Design ctrl_bubble_stage, sky130hd; sources not shown.
final_clocks.png
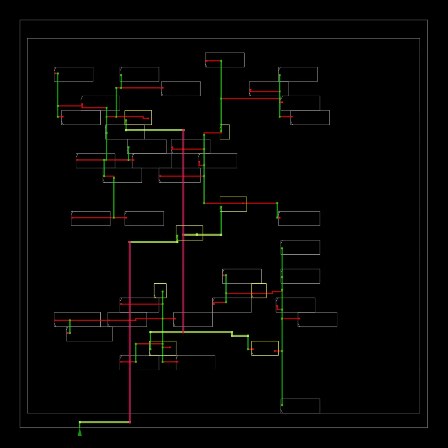
total CTS buffers: 5
Setup Skew: 0.007070 ns
clock buffer count: 5
clock latency on the worst-skew pair: 0.29 ns

cell_classes.png
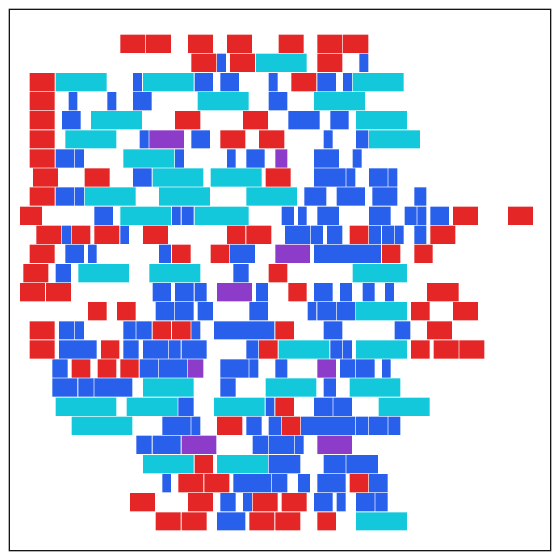
all other logic: marked blue, cells 141, share of their area 39%. clock drivers and dummy loads: marked purple, cells 8, share of their area 3.5%. other buffers and delay cells: marked red, cells 80, share of their area 29%. flip-flops: marked cyan, cells 35, share of their area 28%.
# rows: 26
Final Util: 0.4971

==> metrics.cfg <==
[place]
hpwl_um = 3205
gp_congestion = 0.7545
port-buffer-count = 54
placed_area_um2 = 2479
dpl.cell_count = 326

[synth]
yosysTopAreaCellShare = 0.4164
largest_area_cell = dfxtp_1
synth_cell_types = 43
syn_area_um2 = 1683
yosys_area_um2 = 1683
area_leaders = dfxtp_1, a22oi_1, nor2_1, a21oi_1, o31ai_1
numSynthFlops = 35
ys_seq_share = 0.4164
syn_nets = 210
yosys_cells = 185
syn_avg_cell_area_um2 = 9.097
netlist_instances = 185
synth_warnings = 0

[timing]
period_minus_slack_ns = 1.702
slew_headroom = 0.6107
timing.hold.ws_ns = 0.4723
worstMarginPinSlew_ns = 0.5815
fin_setup_tns_ns = 0
finalCritPeriodShare = 0.9838
setup_viol = 0
hold_viol = 0
drv_slew = 0
fmax_mhz = 587.6
rsz0062_at_grt = true

[critical_path]
start_kind = flip-flop
required_ns = 1.91
arrival_ns = 1.88
endpoint_kind = flip-flop
cp_max_fo = 5
r2r_slack_ns = 0.03
path_class = flip-flop to flip-flop
reg2reg_depth = 4

[detailed_routing]
via_per_inst = 4.982
drtIter0Drc = 100
wl_per_cell_um = 13.27
drc = 0
vias = 1664
postRouteWirelength_um = 4433
firstDrtPassIters = 4
ant_nets = 0

[die]
die_x_um = 76.90
core_um2 = 5238
fp-utilization = 0.3213
ios = 55
chipArea_um2 = 5913
die_h_um = 76.90

[finish]
layout-drive-gt1-share = 0.2424
postLayoutCellArea_um2 = 2604
final_cells = 334
areaGrowthSynthToFinish_pct = 54.72
diodes = 0
nets = 288
largest_register_ffs = 16

[run_status]
status = finished, final reports clean

[global_route]
grt.total_usage = 0.1568
busiest_layer = met2
met2_usage = 0.2277
antenna_found_initial = 0
grt-ovfl-total = 0
use_met3 = 0.04762
gr-usage-met1 = 0.2104
grt_pass1_wl_um = 7369
grt_pass1_vias = 1505
grt_max_degree = 21

[power]
ir_worst_vdd_uv = 404.5
p_per_area_nw_per_um2 = 620.0
leakage_nw = 0.9353

[job]
tool_warnings = 28
drv_cap = 0

[clock_tree]
clk_pin_slew_ns = 0.07
cts_htree_levels = 2
cts_tree = built
hold_buffers = 0
cts.sinks = 35
cts-root-buf = clkbuf_8
clock_path_buffers = 2

[hold_path]
hp-class = flip-flop to flip-flop
hold_depth = 2

==> cells in the mapped netlist, drive strengths merged <==
library cell / n
a21bo: 1
nor4b: 3
o21ai: 5
nor2b: 5
o221a: 1
nor3: 4
ha: 3
nor3b: 1
o2111ai: 1
and3b: 1
nor2: 28
dfxtp: 35
buf: 3
clkbuf: 6
nand4: 4
a211oi: 3
a21oi: 14
and4: 2
nand3: 5
or4: 7
o32a: 1
nand2b: 3
mux2i: 1
and3: 2
a22oi: 14
mux2: 5
inv: 5
nor4: 3
o211ai: 1
o2bb2ai: 1
o21ba: 2
or2: 1
o31ai: 7
nand2: 5
or3: 2
==> layout by cell type (no fill, tap or decap), types with 5 or more instances in the layout <==
| master | count |
|---|---|
| nor2_1 | 26 |
| inv_1 | 5 |
| a22oi_1 | 14 |
| clkbuf_8 | 5 |
| nand2_1 | 5 |
| or4_1 | 6 |
| nor2b_1 | 5 |
| buf_4 | 26 |
| dfxtp_1 | 31 |
| clkdlybuf4s50_1 | 52 |
| a21oi_1 | 13 |
| o31ai_1 | 7 |
==> power breakdown <==
part | leakage, nW | internal, mW | total [mW] | switching [mW]
combinational | 0.605 | 0.109 | 0.202 | 0.0931
clock | 0.0445 | 0.281 | 0.589 | 0.308
sequential | 0.285 | 0.815 | 0.824 | 0.00835
==> stage by stage <==
step / power (mW) / worst slack, ns
after global placement: 1.043 / -0.1364
final: 1.614 / 0.02802
after floorplan: 0.9306 / 0.005424
after global routing: 1.695 / -0.07109
after CTS: 1.632 / 0.004890
after detailed placement: 1.045 / -0.1862
==> critical path, stage by stage (launching register included) <==
cell	delay, ns
dfxtp_1	0.35
and3_1	0.23
o211ai_1	0.26
nor4_1	0.39
mux2_2	0.37
==> timing repair <==
action                                  CTS  global route
endpoints found under the setup margin    3             9
buffers inserted                          0             0
pin swaps                                 0             1
gates cloned                              0             0
resized                                   3             9
==> layout make-up <==
class / instances / area (um2)
Tap cell: 70 / 87.58
Fill cell: 499 / 2634
Timing Repair Buffer: 80 / 737.0
Inverter: 5 / 18.77
Multi-Input combinational cell: 136 / 962.2
Clock buffer: 5 / 68.82
Sequential cell: 35 / 710.7
Clock inverter: 3 / 18.77
==> cell families (layout without fill, tap and decap cells) <==
kind of cell             after synthesis  count (layout)  share of synthesized area
AND/OR/NAND/NOR                       76              76                     0.2669
AND-OR/OR-AND                         51              51                     0.2193
flip-flops                            35              35                     0.4164
buffers and inverters                 14              93                    0.03345
multiplexers                           6               6                    0.04163
adder cells (fa/ha/maj)                3               3                    0.02231
==> per-layer routing <==
layer | up-vias | wire, um
li1 | 851 | -
met1 | 769 | 2236
met2 | 37 | 1892
met3 | 7 | 217
met4 | 0 | 87
met5 | - | 0
Power and IR drop assume default switching activity.
